Design ifetch_sequencer_flat, sky130hd; sources not shown.
Fig. 1: run 1, cell density map
(2 px per micron) 17 x 13 tiles, from dark blue (low) to red (high), 0 to 100% covered.
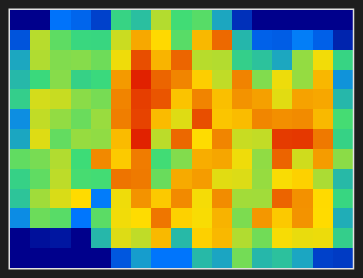
The emptiest ninth of the die: lower left. 32% of the tiles are over 75% full. The fullest tile reaches 96%. 6.3% of the tiles are nearly empty.
Floorplan Core Area: 21100 sq um
Core Util at FP: 46.9%
fraction of the core area covered by cells at the end of the flow: 62.7%

Fig. 2: run 1, M1 wires
(3 px per micron) Supply wires on this layer in grey. Cells faint in the background.
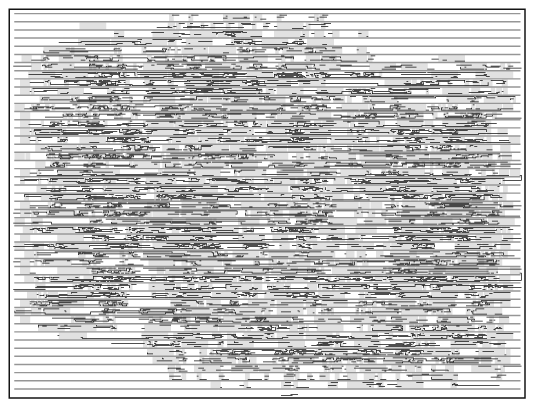
The layer holds 46% of the routed length. The wires run mostly horizontal. The longest straight run is 51.1 microns. The layer carries 12900 microns of wire.
via count: 8798
met1 track demand over resource: 37.0%
wire length reported by the detailed router: 28200 microns

Fig. 3: run 1, placement view
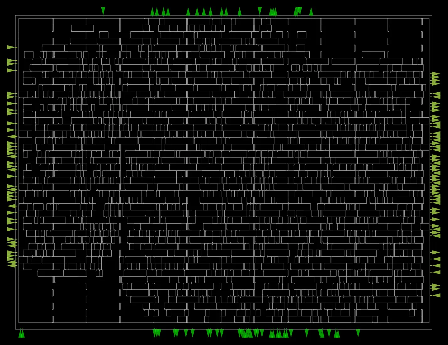
share of cell area taken by flip-flops and latches: 42.3%
inserted tap cell count: 288

Fig. 4: run 1, placed cells, one colour a class
(2 px per micron)
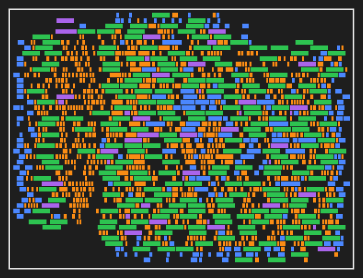
all other logic: shown in orange, cells 898, share of their area 34%. other buffers and delay cells: shown in blue, cells 216, share of their area 16%. clock drivers and dummy loads: shown in purple, cells 40, share of their area 5.9%. flops: shown in green, cells 224, share of their area 44%.
placement row count: 46
final instance area: 13200 sq um

==> out/summary.json, run 1 <==
{
  "outcome": {"value": "complete, no violations"},
  "lay_top_cells": {"value": "nand2_1 (320), dfrtp_1 (220), o21ai_1 (92)"},
  "timing.final.hold_violations": {"value": 0},
  "yosys.area_share.aoi": {"value": 14.5, "unit": "%"},
  "min_period": {"value": 2750, "unit": "ps"},
  "grt_setup_unrepaired": {"value": "yes"},
  "largest_register_ffs": {"value": 64},
  "worst_pin_slew": {"value": 560, "unit": "ps"},
  "drtPass1Iterations": {"value": 7},
  "critical_path.endpoint_type": {"value": "output pin"},
  "synth_top_cell_by_count": {"value": "nand2_1"},
  "yosys_chip_area": {"value": 9900, "unit": "sq um"},
  "fa_ha_area_share": {"value": 0.632, "unit": "%"},
  "hold_path_class": {"value": "in2async"},
  "path_depth": {"value": 7},
  "number_of_global_route_vias_before_repair": {"value": 8435},
  "power.clock.total": {"value": 3.07, "unit": "mW"},
  "ctsResizeCount": {"value": 334},
  "route.detailed.wl_per_inst": {"value": 16.9, "unit": "microns"},
  "cts-hold-fix-buffers": {"value": 0},
  "lay_top_count": {"value": "nand2_1"},
  "cts_tree": {"value": "yes"},
  "max_clock_freq": {"value": 364, "unit": "MHz"},
  "antenna_found_initial": {"value": 1},
  "synth-edff-count": {"value": 0},
  "cts_htree_levels": {"value": 1},
  "cts_setup_buffers": {"value": 27},
  "power.sequential.fraction": {"value": 31.5, "unit": "%"},
  "top_cell_area_share": {"value": 56.6, "unit": "%"},
  "pwr-share-clk": {"value": 17.3, "unit": "%"},
  "netlist-cell-type-count": {"value": 27},
  "dr.first_iter.drc_count": {"value": 695},
  "crit_path_start_kind": {"value": "flip-flop"},
  "clock_insertion_delay_worst_skew": {"value": 510, "unit": "ps"},
  "top_power_group": {"value": "combinational cells"},
  "clk_pin_slew_worst_paths": {"value": 60, "unit": "ps"},
  "final_nets": {"value": 1437},
  "cts_max_path_buffers": {"value": 3},
  "ys_top_logic_family": {"value": "simple AND/OR/NAND/NOR gates"},
  "total_power": {"value": 17.7, "unit": "mW"},
  "final.setup.tns": {"value": 0, "unit": "ps"},
  "crit_arrival": {"value": 1930, "unit": "ps"},
  "fin_hold_ws": {"value": 54.0, "unit": "ps"},
  "grt_start_max_net_pins": {"value": 100},
  "dominantRegCellSynth": {"value": "dfrtp_1"},
  "power.combinational.total": {"value": 9.07, "unit": "mW"}
}
==> run 1: layout make-up <==
| cell class | count | area, sq um | area share, % |
|---|---|---|---|
| Clock buffer | 31 | 626 | 4.72 |
| Timing Repair Buffer | 216 | 2080 | 15.7 |
| Tap cell | 288 | 360 | 2.72 |
| Clock inverter | 9 | 133 | 1.00 |
| Multi-Input combinational cell | 804 | 4080 | 30.8 |
| Sequential cell | 224 | 5610 | 42.3 |
| Inverter | 94 | 360 | 2.72 |
==> run 1: metal layers <==
| metal | wire [microns] | GRT usage (%) |
|---|---|---|
| met1 | 12900 | 37.0 |
| met2 | 12900 | 39.8 |
| met3 | 1910 | 4.98 |
| met4 | 537 | 6.57 |
| met5 | 13 | 0 |
==> run 2, diff against run 1 <==
--- a/config.mk
+++ b/config.mk
@@ -11,6 +11,7 @@
 export CORE_MARGIN = 1
 export CORE_UTILIZATION = 46
 export DETAILED_ROUTE_END_ITERATION = 6
+export GPL_ROUTABILITY_DRIVEN = 1
 export PLACE_DENSITY = 0.69
 export SETUP_SLACK_MARGIN = 0.4
 export SLEW_MARGIN = 15
Fig. 5: run 2, M1 wires
(3 px per micron) Supply wires on this layer in grey. Cells faint in the background.
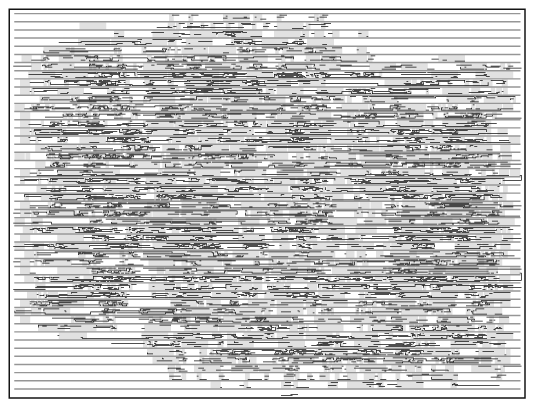
The layer holds 46% of the routed length. The wires run mostly horizontal. The longest straight run is 51.1 microns.

Fig. 6: run 2, placed cells, one colour a class
(2 px per micron)
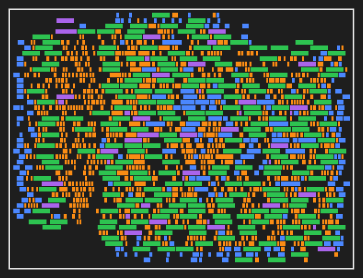
all other logic: shown in orange, cells 898, share of their area 34%. flops: shown in green, cells 224, share of their area 44%. clock drivers and dummy loads: shown in purple, cells 40, share of their area 5.9%. other buffers and delay cells: shown in blue, cells 216, share of their area 16%.

==> out/summary.json, run 2 <==
{
  "inv_count": {"value": 94},
  "cts_htree_levels": {"value": 1},
  "utilization": {"value": 62.7, "unit": "%"},
  "crit_arrival": {"value": 1930, "unit": "ps"},
  "drtPass1Iterations": {"value": 7},
  "worst_pin_slew": {"value": 560, "unit": "ps"},
  "placement_row_count": {"value": 46},
  "crit_path_start_kind": {"value": "flip-flop"},
  "fp_util": {"value": 46.9, "unit": "%"},
  "flop-count": {"value": 224},
  "netlist-cell-type-count": {"value": 27},
  "clockNetworkAreaShare": {"value": 5.72, "unit": "%"},
  "n_all_buffers": {"value": 216},
  "hold_path_class": {"value": "in2async"},
  "largest_register_ffs": {"value": 64},
  "min_period": {"value": 2750, "unit": "ps"},
  "area.combinational": {"value": 4080, "unit": "sq um"},
  "core": {"value": 21100, "unit": "sq um"},
  "clockBufferCount": {"value": 31},
  "yosys_chip_area": {"value": 9900, "unit": "sq um"},
  "route.detailed.wl_per_inst": {"value": 16.9, "unit": "microns"},
  "fa_ha_area_share": {"value": 0.632, "unit": "%"},
  "top_power_group": {"value": "combinational cells"},
  "pwr-share-clk": {"value": 17.3, "unit": "%"},
  "grt_setup_unrepaired": {"value": "yes"},
  "grt_start_max_net_pins": {"value": 100},
  "number_of_global_route_vias_before_repair": {"value": 8435},
  "critical_path.endpoint_type": {"value": "output pin"},
  "synth_top_cell_by_count": {"value": "nand2_1"},
  "route.final.wire_length": {"value": 28200, "unit": "microns"},
  "dominantRegCellSynth": {"value": "dfrtp_1"},
  "clk_pin_slew_worst_paths": {"value": 60, "unit": "ps"},
  "ys_top_logic_family": {"value": "simple AND/OR/NAND/NOR gates"},
  "outcome": {"value": "complete, no violations"},
  "power.combinational.total": {"value": 9.07, "unit": "mW"},
  "final.setup.tns": {"value": 0, "unit": "ps"}
}
[run 2: cell counts in the layout (fill, tap and decap cells not counted)]
No cell type changed its count.
[run 2: per-layer routing]
| metal | wire [microns] | share of wire [%] | vias to the layer above | GRT usage, % |
|---|---|---|---|---|
| met4 | 537 | 1.9 | 2 | 6.57 |
| met2 | 12900 | 46 | 297 | 39.8 |
| met3 | 1910 | 6.8 | 49 | 4.98 |
| met5 | 13 | 0.046 | - | 0 |
| met1 | 12900 | 46 | 4261 | 37.0 |
| li1 | - | - | 4189 | - |
[run 2: what timing repair did]
action,4_1_cts,5_1_grt
endpoints found under the hold margin,0,0
setup endpoints to repair,67,68
setup buffers,27,14
gates cloned,5,4
resized,334,84
hold buffers,0,0
pin swaps,43,37
Power and IR drop assume default switching activity.
